===== src/rtl/clmul_pkg.sv =====
// Shared constants, state encoding and shift helper for the limb-serial
// carry-less multiplier.
package clmul_pkg;

  localparam int LIMB_W  = 3;
  localparam int LIMB_PW = 5;

  typedef enum logic [1:0] {
    IDLE = 2'd0,
    RUN  = 2'd1,
    DONE = 2'd2
  } state_t;

  // Bit offset of the partial product for limb pair (i, j).
  function automatic int clmul_off(input int i, input int j);
    return LIMB_W * (i + j);
  endfunction

endpackage


===== src/rtl/ks3.sv =====
// 3x3 carry-less multiply core: purely combinational, 5-bit GF(2) product.
module ks3
  import clmul_pkg::*;
(
  input  logic [LIMB_W-1:0]  a,
  input  logic [LIMB_W-1:0]  b,
  output logic [LIMB_PW-1:0] p
);

  // Each product bit k is the XOR of every a[i]&b[j] with i+j == k.
  always_comb begin
    p = '0;
    for (int i = 0; i < LIMB_W; i++) begin
      for (int j = 0; j < LIMB_W; j++) begin
        p[i+j] = p[i+j] ^ (a[i] & b[j]);
      end
    end
  end

endmodule


===== src/rtl/clmul_limb_seq.sv =====
// Limb-serial schoolbook carry-less multiplier: one 3x3 limb pair per clock
// through a shared ks3 core, XOR-accumulated at offset 3*(i+j).
module clmul_limb_seq
  import clmul_pkg::*;
#(
  parameter  int LIMBS = 4,
  localparam int W     = LIMB_W * LIMBS,
  localparam int PW    = 2 * W - 1
) (
  input  logic          clk,
  input  logic          rst_n,
  input  logic          in_valid,
  output logic          in_ready,
  input  logic [W-1:0]  a,
  input  logic [W-1:0]  b,
  output logic          out_valid,
  input  logic          out_ready,
  output logic [PW-1:0] d,
  output logic          busy
);

  localparam int IW = (LIMBS > 1) ? $clog2(LIMBS) : 1;
  localparam logic [IW-1:0] LAST = IW'(LIMBS - 1);

  state_t                         st;
  logic [LIMBS-1:0][LIMB_W-1:0]   a_q, b_q;
  logic [IW-1:0]                  i_q, j_q;
  logic [PW-1:0]                  acc, acc_nxt;
  logic [LIMB_W-1:0]              a_limb, b_limb;
  logic [LIMB_PW-1:0]             prod;
  logic                           last;

  assign a_limb = a_q[i_q];
  assign b_limb = b_q[j_q];
  assign last   = (i_q == LAST) && (j_q == LAST);

  ks3 u_ks3 (
    .a (a_limb),
    .b (b_limb),
    .p (prod)
  );

  // Fold the current partial product into the accumulator at its limb offset.
  // The top pair lands on bits PW-1..PW-5, so no bits fall off the end.
  always_comb begin
    acc_nxt = acc ^ (PW'(prod) << clmul_off(int'(i_q), int'(j_q)));
  end

  // Control FSM with registered handshake outputs; d loads only on entry to DONE.
  always_ff @(posedge clk or negedge rst_n) begin
    if (!rst_n) begin
      st        <= IDLE;
      in_ready  <= 1'b1;
      out_valid <= 1'b0;
      busy      <= 1'b0;
      d         <= '0;
      acc       <= '0;
      a_q       <= '0;
      b_q       <= '0;
      i_q       <= '0;
      j_q       <= '0;
    end else begin
      case (st)
        IDLE: begin
          if (in_valid) begin
            a_q      <= a;
            b_q      <= b;
            acc      <= '0;
            i_q      <= '0;
            j_q      <= '0;
            in_ready <= 1'b0;
            busy     <= 1'b1;
            st       <= RUN;
          end
        end
        RUN: begin
          acc <= acc_nxt;
          if (last) begin
            d         <= acc_nxt;
            out_valid <= 1'b1;
            st        <= DONE;
          end else if (j_q == LAST) begin
            j_q <= '0;
            i_q <= i_q + IW'(1);
          end else begin
            j_q <= j_q + IW'(1);
          end
        end
        DONE: begin
          if (out_ready) begin
            out_valid <= 1'b0;
            in_ready  <= 1'b1;
            busy      <= 1'b0;
            st        <= IDLE;
          end
        end
        default: begin
          st        <= IDLE;
          in_ready  <= 1'b1;
          out_valid <= 1'b0;
          busy      <= 1'b0;
        end
      endcase
    end
  end

endmodule


===== config.mk =====
export PLATFORM = sky130hd
export DESIGN_NAME = clmul_limb_seq
export DESIGN_NICKNAME = d
export VERILOG_FILES = /design/src/rtl/clmul_pkg.sv /design/src/rtl/ks3.sv /design/src/rtl/clmul_limb_seq.sv
export SDC_FILE = /design/constraint.sdc
export NUM_CORES = 1
export LEC_CHECK = 0
export ABC_AREA = 1
export CORE_MARGIN = 2
export CORE_UTILIZATION = 55
export CTS_CLUSTER_SIZE = 14
export DETAILED_ROUTE_END_ITERATION = 10
export GPL_ROUTABILITY_DRIVEN = 0
export GPL_TIMING_DRIVEN = 0
export PLACE_DENSITY = 0.86
export SYNTH_ARGS = -nofsm -noshare
export SYNTH_HDL_FRONTEND = slang
export SYNTH_HIERARCHICAL = 1
export SYNTH_SLANG_ARGS = --single-unit

===== constraint.sdc =====
create_clock -name clk -period 3.5 [get_ports clk]
set_input_delay 0.875 -clock clk [delete_from_list [all_inputs] [get_ports clk]]
set_output_delay 0.875 -clock clk [all_outputs]
set_load 0.01 [all_outputs]

**Congestion heat map**

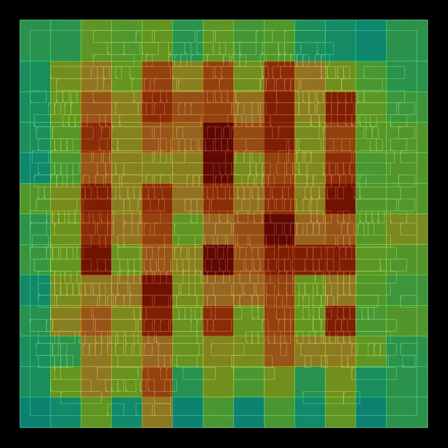
detail-routed net length per standard cell: 13.12 um
met1 track utilization from global routing: 29.07%
fraction of met2 tracks used by global routing: 45.22%

**M4 wires**

Bar = 20 um.
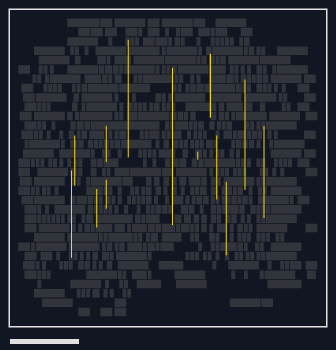
- longest straight run: 45.6 um
- main direction: vertical
- share of all routed wire: 2.7%
aggregate routed wire length: 9931 um
DR vias: 4035

**The metal 3 layer**

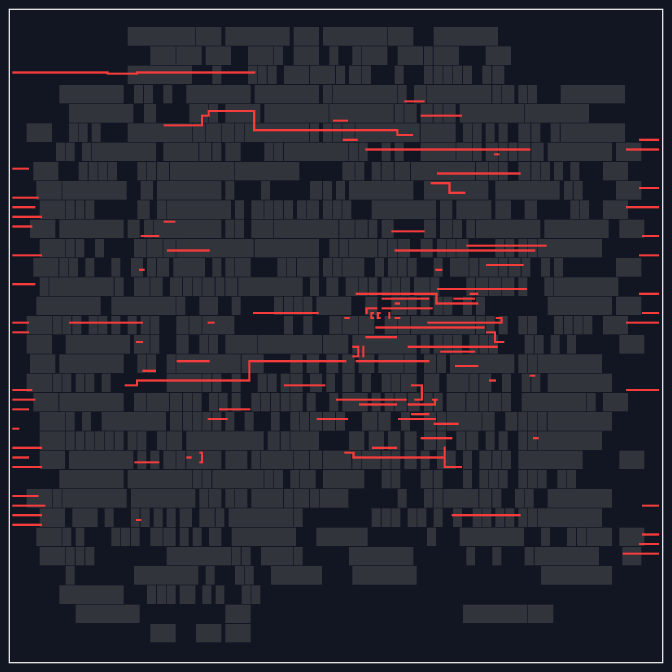
- longest straight run: 23.0 um
- main direction: horizontal
- share of all routed wire: 5.6%
- nets with wire on the layer: 80

**The metal 1 layer**

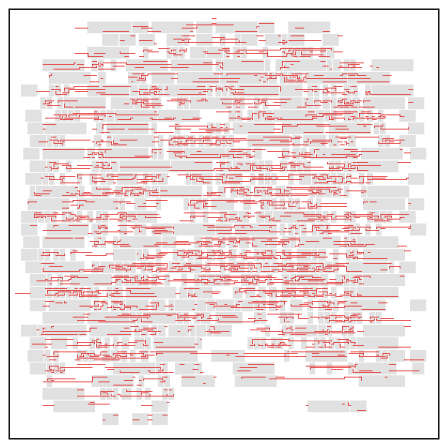
- wire length on this layer: 4050 um
- nets with wire on the layer: 620
- share of all routed wire: 41%
- main direction: horizontal

==> results_slide.txt <==
Flow Results at a Glance

Run status
  – Status: finished clean

Cells and area
  – # fillers: 629
  – Final-stage net count: 686
  – Ratio of cells with drive above 1 in the final layout: 9.160%
  – Largest registers: acc x23, d x23
  – Most used logic cell in the final layout: nand2_1
  – Signed area change from the synthesized netlist to the final layout: 21.41%

Detailed routing
  – Uppermost signal routing layer after detailed routing: met4
  – Violation count after the first detailed-route iteration: 272
  – Mean number of vias per cell: 5.330

Yosys
  – Most instantiated flip-flop cell in the synthesis netlist: dfrtp_1
  – Syn Nets: 621
  – Share of synthesized cell area in full adder, half adder and majority cells: 2.695%
  – Synthesis-stage register bit count: 79
  – Simple Share, Synth: 39.16%
  – Multiplexer fraction of the synthesized cell area: 0%

Clock network
  – CTS tree: done
  – Deepest clock path buffer count: 2
  – Maximum level of the CTS H-tree: 3

Place
  – Pre-CTS WS: 0.2393 ns
  – Placed cell count: 741

Floorplanning
  – Well tap count: 102

Run
  – Maximum capacitance violations: 0
